**src/rtl/drum_pkg.sv**
```systemverilog
// Shared drum-machine types and sizing constants used by the controller and the step player.
package drum_pkg;

    typedef enum logic [1:0] {
        EDIT = 2'd0,
        PLAY = 2'd1,
        RAW  = 2'd2
    } sysmode_t;

    typedef enum logic {
        STOP = 1'b0,
        RUN  = 1'b1
    } player_state_t;

    localparam int NUM_STEPS  = 8;
    localparam int NUM_VOICES = 4;
    localparam int GATE_W     = 8;

endpackage

```
**src/rtl/voice_gate.sv**
```systemverilog
// One voice's gate timer: loads on a trigger, counts down on sample ticks and drives the voice enable.
module voice_gate
    import drum_pkg::*;
(
    input  logic              clk,
    input  logic              rst,
    input  logic              clear,
    input  logic              trig,
    input  logic              smpl_tick,
    input  logic [GATE_W-1:0] gate_len,
    output logic              en
);

    logic [GATE_W-1:0] count;
    logic [GATE_W-1:0] count_next;
    logic              reload;
    logic              reload_next;

    // Retriggering a sounding voice first forces one silent cycle, then reloads on the following cycle.
    always_comb begin
        count_next  = count;
        reload_next = 1'b0;
        if (clear) begin
            count_next = '0;
        end else if (trig) begin
            if (count != '0 && gate_len != '0) begin
                count_next  = '0;
                reload_next = 1'b1;
            end else begin
                count_next = gate_len;
            end
        end else if (reload) begin
            count_next = gate_len;
        end else if (smpl_tick && count != '0) begin
            count_next = count - 1'b1;
        end
    end

    always_ff @(posedge clk) begin
        if (rst) begin
            count  <= '0;
            reload <= 1'b0;
            en     <= 1'b0;
        end else begin
            count  <= count_next;
            reload <= reload_next;
            en     <= (count_next != '0);
        end
    end

endmodule

```
**src/rtl/step_player.sv**
```systemverilog
// Pattern step sequencer: walks the 8-step pattern on tempo ticks and gates each voice for gate_len samples.
module step_player
    import drum_pkg::*;
#(
    parameter int NUM_STEPS  = drum_pkg::NUM_STEPS,
    parameter int NUM_VOICES = drum_pkg::NUM_VOICES
) (
    input  logic                         clk,
    input  logic                         rst,
    input  logic [1:0]                   mode,
    input  logic                         step_tick,
    input  logic                         smpl_tick,
    input  logic [NUM_VOICES-1:0]        seq_smpl_1,
    input  logic [NUM_VOICES-1:0]        seq_smpl_2,
    input  logic [NUM_VOICES-1:0]        seq_smpl_3,
    input  logic [NUM_VOICES-1:0]        seq_smpl_4,
    input  logic [NUM_VOICES-1:0]        seq_smpl_5,
    input  logic [NUM_VOICES-1:0]        seq_smpl_6,
    input  logic [NUM_VOICES-1:0]        seq_smpl_7,
    input  logic [NUM_VOICES-1:0]        seq_smpl_8,
    input  logic [GATE_W-1:0]            gate_len,
    output logic [NUM_VOICES-1:0]        voice_en,
    output logic [$clog2(NUM_STEPS)-1:0] step_idx,
    output logic [NUM_STEPS-1:0]         step_onehot,
    output logic                         beat
);

    localparam int                IDX_W     = $clog2(NUM_STEPS);
    localparam logic [IDX_W-1:0]  LAST_STEP = IDX_W'(NUM_STEPS - 1);
    localparam logic [NUM_STEPS-1:0] ONE_HOT0 = {{(NUM_STEPS-1){1'b0}}, 1'b1};

    player_state_t         state;
    logic [NUM_VOICES-1:0] pattern [NUM_STEPS];
    logic [NUM_VOICES-1:0] step_pattern;
    logic [IDX_W-1:0]      next_step;
    logic [IDX_W-1:0]      trig_step;
    logic                  trigger;
    logic                  clear;

    assign pattern[0] = seq_smpl_1;
    assign pattern[1] = seq_smpl_2;
    assign pattern[2] = seq_smpl_3;
    assign pattern[3] = seq_smpl_4;
    assign pattern[4] = seq_smpl_5;
    assign pattern[5] = seq_smpl_6;
    assign pattern[6] = seq_smpl_7;
    assign pattern[7] = seq_smpl_8;

    assign next_step    = (step_idx == LAST_STEP) ? '0 : step_idx + 1'b1;
    assign step_pattern = pattern[trig_step];
    assign step_onehot  = ONE_HOT0 << step_idx;

    // Entering PLAY always triggers step 0; leaving PLAY beats any tick arriving in the same cycle.
    always_comb begin
        trigger   = 1'b0;
        trig_step = '0;
        clear     = 1'b0;
        case (state)
            STOP: begin
                if (mode == PLAY) begin
                    trigger = 1'b1;
                end
            end
            RUN: begin
                if (mode != PLAY) begin
                    clear = 1'b1;
                end else if (step_tick) begin
                    trigger   = 1'b1;
                    trig_step = next_step;
                end
            end
            default: clear = 1'b1;
        endcase
    end

    always_ff @(posedge clk) begin
        if (rst) begin
            state    <= STOP;
            step_idx <= '0;
            beat     <= 1'b0;
        end else begin
            beat <= trigger && (trig_step == '0);
            case (state)
                STOP: begin
                    step_idx <= '0;
                    if (mode == PLAY) begin
                        state <= RUN;
                    end
                end
                RUN: begin
                    if (mode != PLAY) begin
                        state    <= STOP;
                        step_idx <= '0;
                    end else if (step_tick) begin
                        step_idx <= trig_step;
                    end
                end
                default: begin
                    state    <= STOP;
                    step_idx <= '0;
                end
            endcase
        end
    end

    for (genvar v = 0; v < NUM_VOICES; v++) begin : g_voice
        voice_gate u_gate (
            .clk       (clk),
            .rst       (rst),
            .clear     (clear),
            .trig      (trigger & step_pattern[v]),
            .smpl_tick (smpl_tick),
            .gate_len  (gate_len),
            .en        (voice_en[v])
        );
    end

endmodule

```
**config.mk**
```make
export PLATFORM = sky130hd
export DESIGN_NAME = step_player
export DESIGN_NICKNAME = d
export VERILOG_FILES = /design/src/rtl/drum_pkg.sv /design/src/rtl/voice_gate.sv /design/src/rtl/step_player.sv
export SDC_FILE = /design/constraint.sdc
export NUM_CORES = 1
export LEC_CHECK = 0
export CORE_MARGIN = 2
export CORE_UTILIZATION = 50
export DETAILED_ROUTE_END_ITERATION = 7
export MAX_ROUTING_LAYER = met4
export PLACE_DENSITY = 0.76
export SLEW_MARGIN = 40
export SYNTH_ARGS = -nofsm -noshare
export SYNTH_HDL_FRONTEND = slang
export SYNTH_HIERARCHICAL = 1
export SYNTH_SLANG_ARGS = --single-unit
```
**constraint.sdc**
```tcl
create_clock -name clk -period 3.5 [get_ports clk]
set_clock_uncertainty 0.05 [all_clocks]
set_input_delay 0.35 -clock clk [delete_from_list [all_inputs] [get_ports clk]]
set_output_delay 0.35 -clock clk [all_outputs]
set_load 0.005 [all_outputs]
```
==> images/met1.png <==
The bar under the picture is 20 microns long.
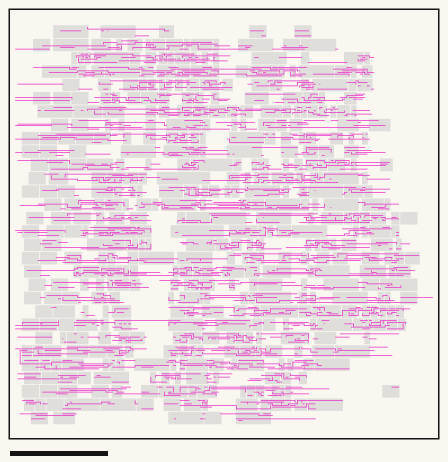
- share of all routed wire: 46%
- longest straight run: 26.2 microns
DRT Wirelength: 9.30 mm
met1 demand-to-capacity share in global routing: 34.3%

==> images/met2.png <==
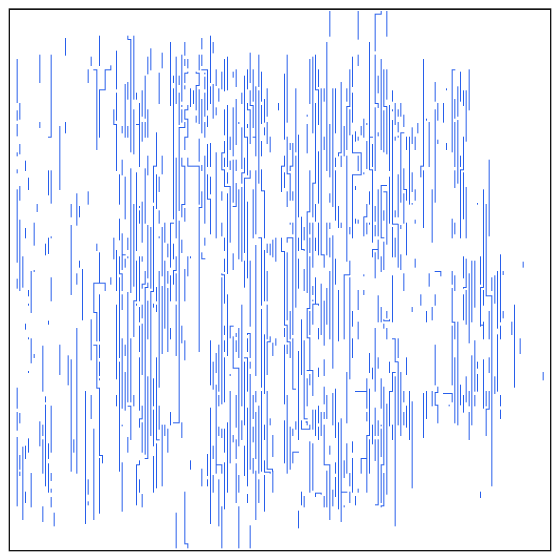
- main direction: vertical
- share of all routed wire: 46%
- wire length on this layer: 4250 microns
- longest straight run: 32.6 microns

==> flow_summary.html <==
<!-- implementation run metrics -->
<table>
<tr><th>Metric</th><th>Value</th></tr>
<tr><th colspan="2">Outcome</th></tr>
<tr><td>Run status</td><td>completed</td></tr>
<tr><th colspan="2">Finish</th></tr>
<tr><td>Commonest cells after routing, fill and taps aside</td><td>sky130_fd_sc_hd__nor2_1 (67), sky130_fd_sc_hd__clkdlybuf4s50_1 (61), sky130_fd_sc_hd__dfxtp_1 (45), sky130_fd_sc_hd__nand2_1 (30), sky130_fd_sc_hd__a21oi_1 (24)</td></tr>
<tr><td>Post-route design area</td><td>0.00430 sq mm</td></tr>
<tr><td>Post-Layout Cell Count</td><td>569</td></tr>
<tr><th colspan="2">Power and ir drop</th></tr>
<tr><td>Leakage Power</td><td>1.61 nW</td></tr>
<tr><td>Worst VDD drop</td><td>242 uV</td></tr>
<tr><th colspan="2">STA</th></tr>
<tr><td>Final Slew Violations</td><td>0</td></tr>
<tr><td>Worst-margin pin slew</td><td>0.627 ns</td></tr>
<tr><td>Setup repair after global routing missed its margin</td><td>false</td></tr>
<tr><td>Max-slew headroom</td><td>58.1%</td></tr>
<tr><td>Setup TNS</td><td>0 ns</td></tr>
<tr><td>Fin crit period</td><td>3.16 ns</td></tr>
<tr><th colspan="2">Worst setup path</th></tr>
<tr><td>Crit path launch</td><td>step_idx[0]</td></tr>
<tr><td>Worst R2R Setup Slack</td><td>0.34 ns</td></tr>
<tr><td>R2R cell count</td><td>10</td></tr>
<tr><td>End point of the critical path</td><td>g_voice[3].u_gate/en</td></tr>
<tr><td>Worst Path Max Fanout</td><td>10</td></tr>
<tr><th colspan="2">Job</th></tr>
<tr><td>Count of warning messages emitted by the tools</td><td>34</td></tr>
<tr><th colspan="2">Placement</th></tr>
<tr><td>Placed inst area</td><td>0.00417 sq mm</td></tr>
<tr><td>Weighted congestion at the end of routability-driven global placement</td><td>0.965</td></tr>
<tr><th colspan="2">Logic synthesis</th></tr>
<tr><td>Cells taking the most area after synthesis</td><td>sky130_fd_sc_hd__dfxtp_1 (26%), sky130_fd_sc_hd__nor2_1 (7.2%), sky130_fd_sc_hd__ha_1 (5.0%)</td></tr>
<tr><td>Count leader, synth</td><td>sky130_fd_sc_hd__nor2_1</td></tr>
<tr><td>Top cell area share</td><td>25.9%</td></tr>
<tr><td>Yosys cell count</td><td>424</td></tr>
<tr><th colspan="2">Global route</th></tr>
<tr><td>Global route overflow</td><td>0</td></tr>
<tr><td>Initial antenna violation count</td><td>0</td></tr>
<tr><td>Wire length of the first global-routing pass</td><td>15.4 mm</td></tr>
<tr><td>Total global-route track usage</td><td>25.6%</td></tr>
<tr><td>Number of global-route vias before repair</td><td>3276</td></tr>
<tr><th colspan="2">Die</th></tr>
<tr><td>I/O Pins</td><td>62</td></tr>
<tr><td>Die Span Y</td><td>87.4 microns</td></tr>
<tr><td>Placeable core region</td><td>0.00676 sq mm</td></tr>
<tr><th colspan="2">Hold path</th></tr>
<tr><td>Hold Path End</td><td>step_idx[1]</td></tr>
<tr><td>Classification of the worst-slack hold path</td><td>reg2reg</td></tr>
<tr><td>Number of cells traversed by the worst hold path</td><td>2</td></tr>
<tr><th colspan="2">CTS</th></tr>
<tr><td>Hold Buf Count CTS</td><td>0</td></tr>
<tr><td># clock sinks</td><td>45</td></tr>
<tr><th colspan="2">Route</th></tr>
<tr><td>Drt first pass iters</td><td>5</td></tr>
<tr><td>Number of DRC violations after detailed-routing iteration 0</td><td>218</td></tr>
</table>
==> images/met3.png <==
The bar under the picture is 20 microns long.
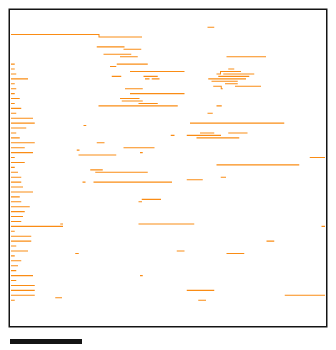
- longest straight run: 25.8 microns
- wire length on this layer: 572 microns
- main direction: horizontal

[cell families after synthesis]
kind of cell | Yosys count | synth area share [%]
compound gates | 109 | 24.2
xor+xnor | 8 | 2.02
fa+ha+maj | 14 | 5.04
buf+inv | 31 | 4.57
flops | 45 | 25.9
mux | 17 | 5.29
simple gates | 200 | 33.0
[worst max-delay path: stages (launching register included)]
cell and delay (ns):
sky130_fd_sc_hd__dfxtp_1 0.48, sky130_fd_sc_hd__inv_2 0.13, sky130_fd_sc_hd__ha_1 0.54, sky130_fd_sc_hd__mux2_2 0.39, sky130_fd_sc_hd__o32ai_1 0.11, sky130_fd_sc_hd__o32ai_1 0.16
sky130_fd_sc_hd__or2_2 0.36, sky130_fd_sc_hd__and2_1 0.17, sky130_fd_sc_hd__a311o_1 0.34, sky130_fd_sc_hd__a211oi_2 0.17, sky130_fd_sc_hd__a41oi_2 0.12
[sequential cells by signal, indices dropped and copies added (netlist names)]
register               flops
state                      1
step_idx                   3
g_voice.u_gate/reload      4
beat                       1
g_voice.u_gate/en          4
g_voice.u_gate/count      32
[report_power, final]
part           switching [mW]  internal [mW]  total, mW
logic                   0.692          0.608       1.30
clock network           0.183          0.284      0.467
registers               0.148          0.627      0.775
total                    1.02           1.52       2.54
[routing by layer]
layer  global-route usage (%)  vias to the layer above  share of wire [%]  wire length (microns)
li1                         -                     1692                  -                      -
met1                     34.3                     1623                 46                   4310
met2                     40.4                      163                 46                   4250
met3                     3.32                       16                6.1                    572
met4                     7.55                        0                1.9                    173
met5                        -                        -                  0                      0
[cell type report]
class / instances / area [sq um]
clock buffer: 5 / 68.8
clock inverter: 3 / 65.1
fill: 554 / 2460
inverter: 17 / 63.8
multi-input combinational: 348 / 2420
sequential: 45 / 901
tap: 80 / 100
timing repair buffer: 71 / 686
No activity file was given, so power comes from the tool's default toggle rates.
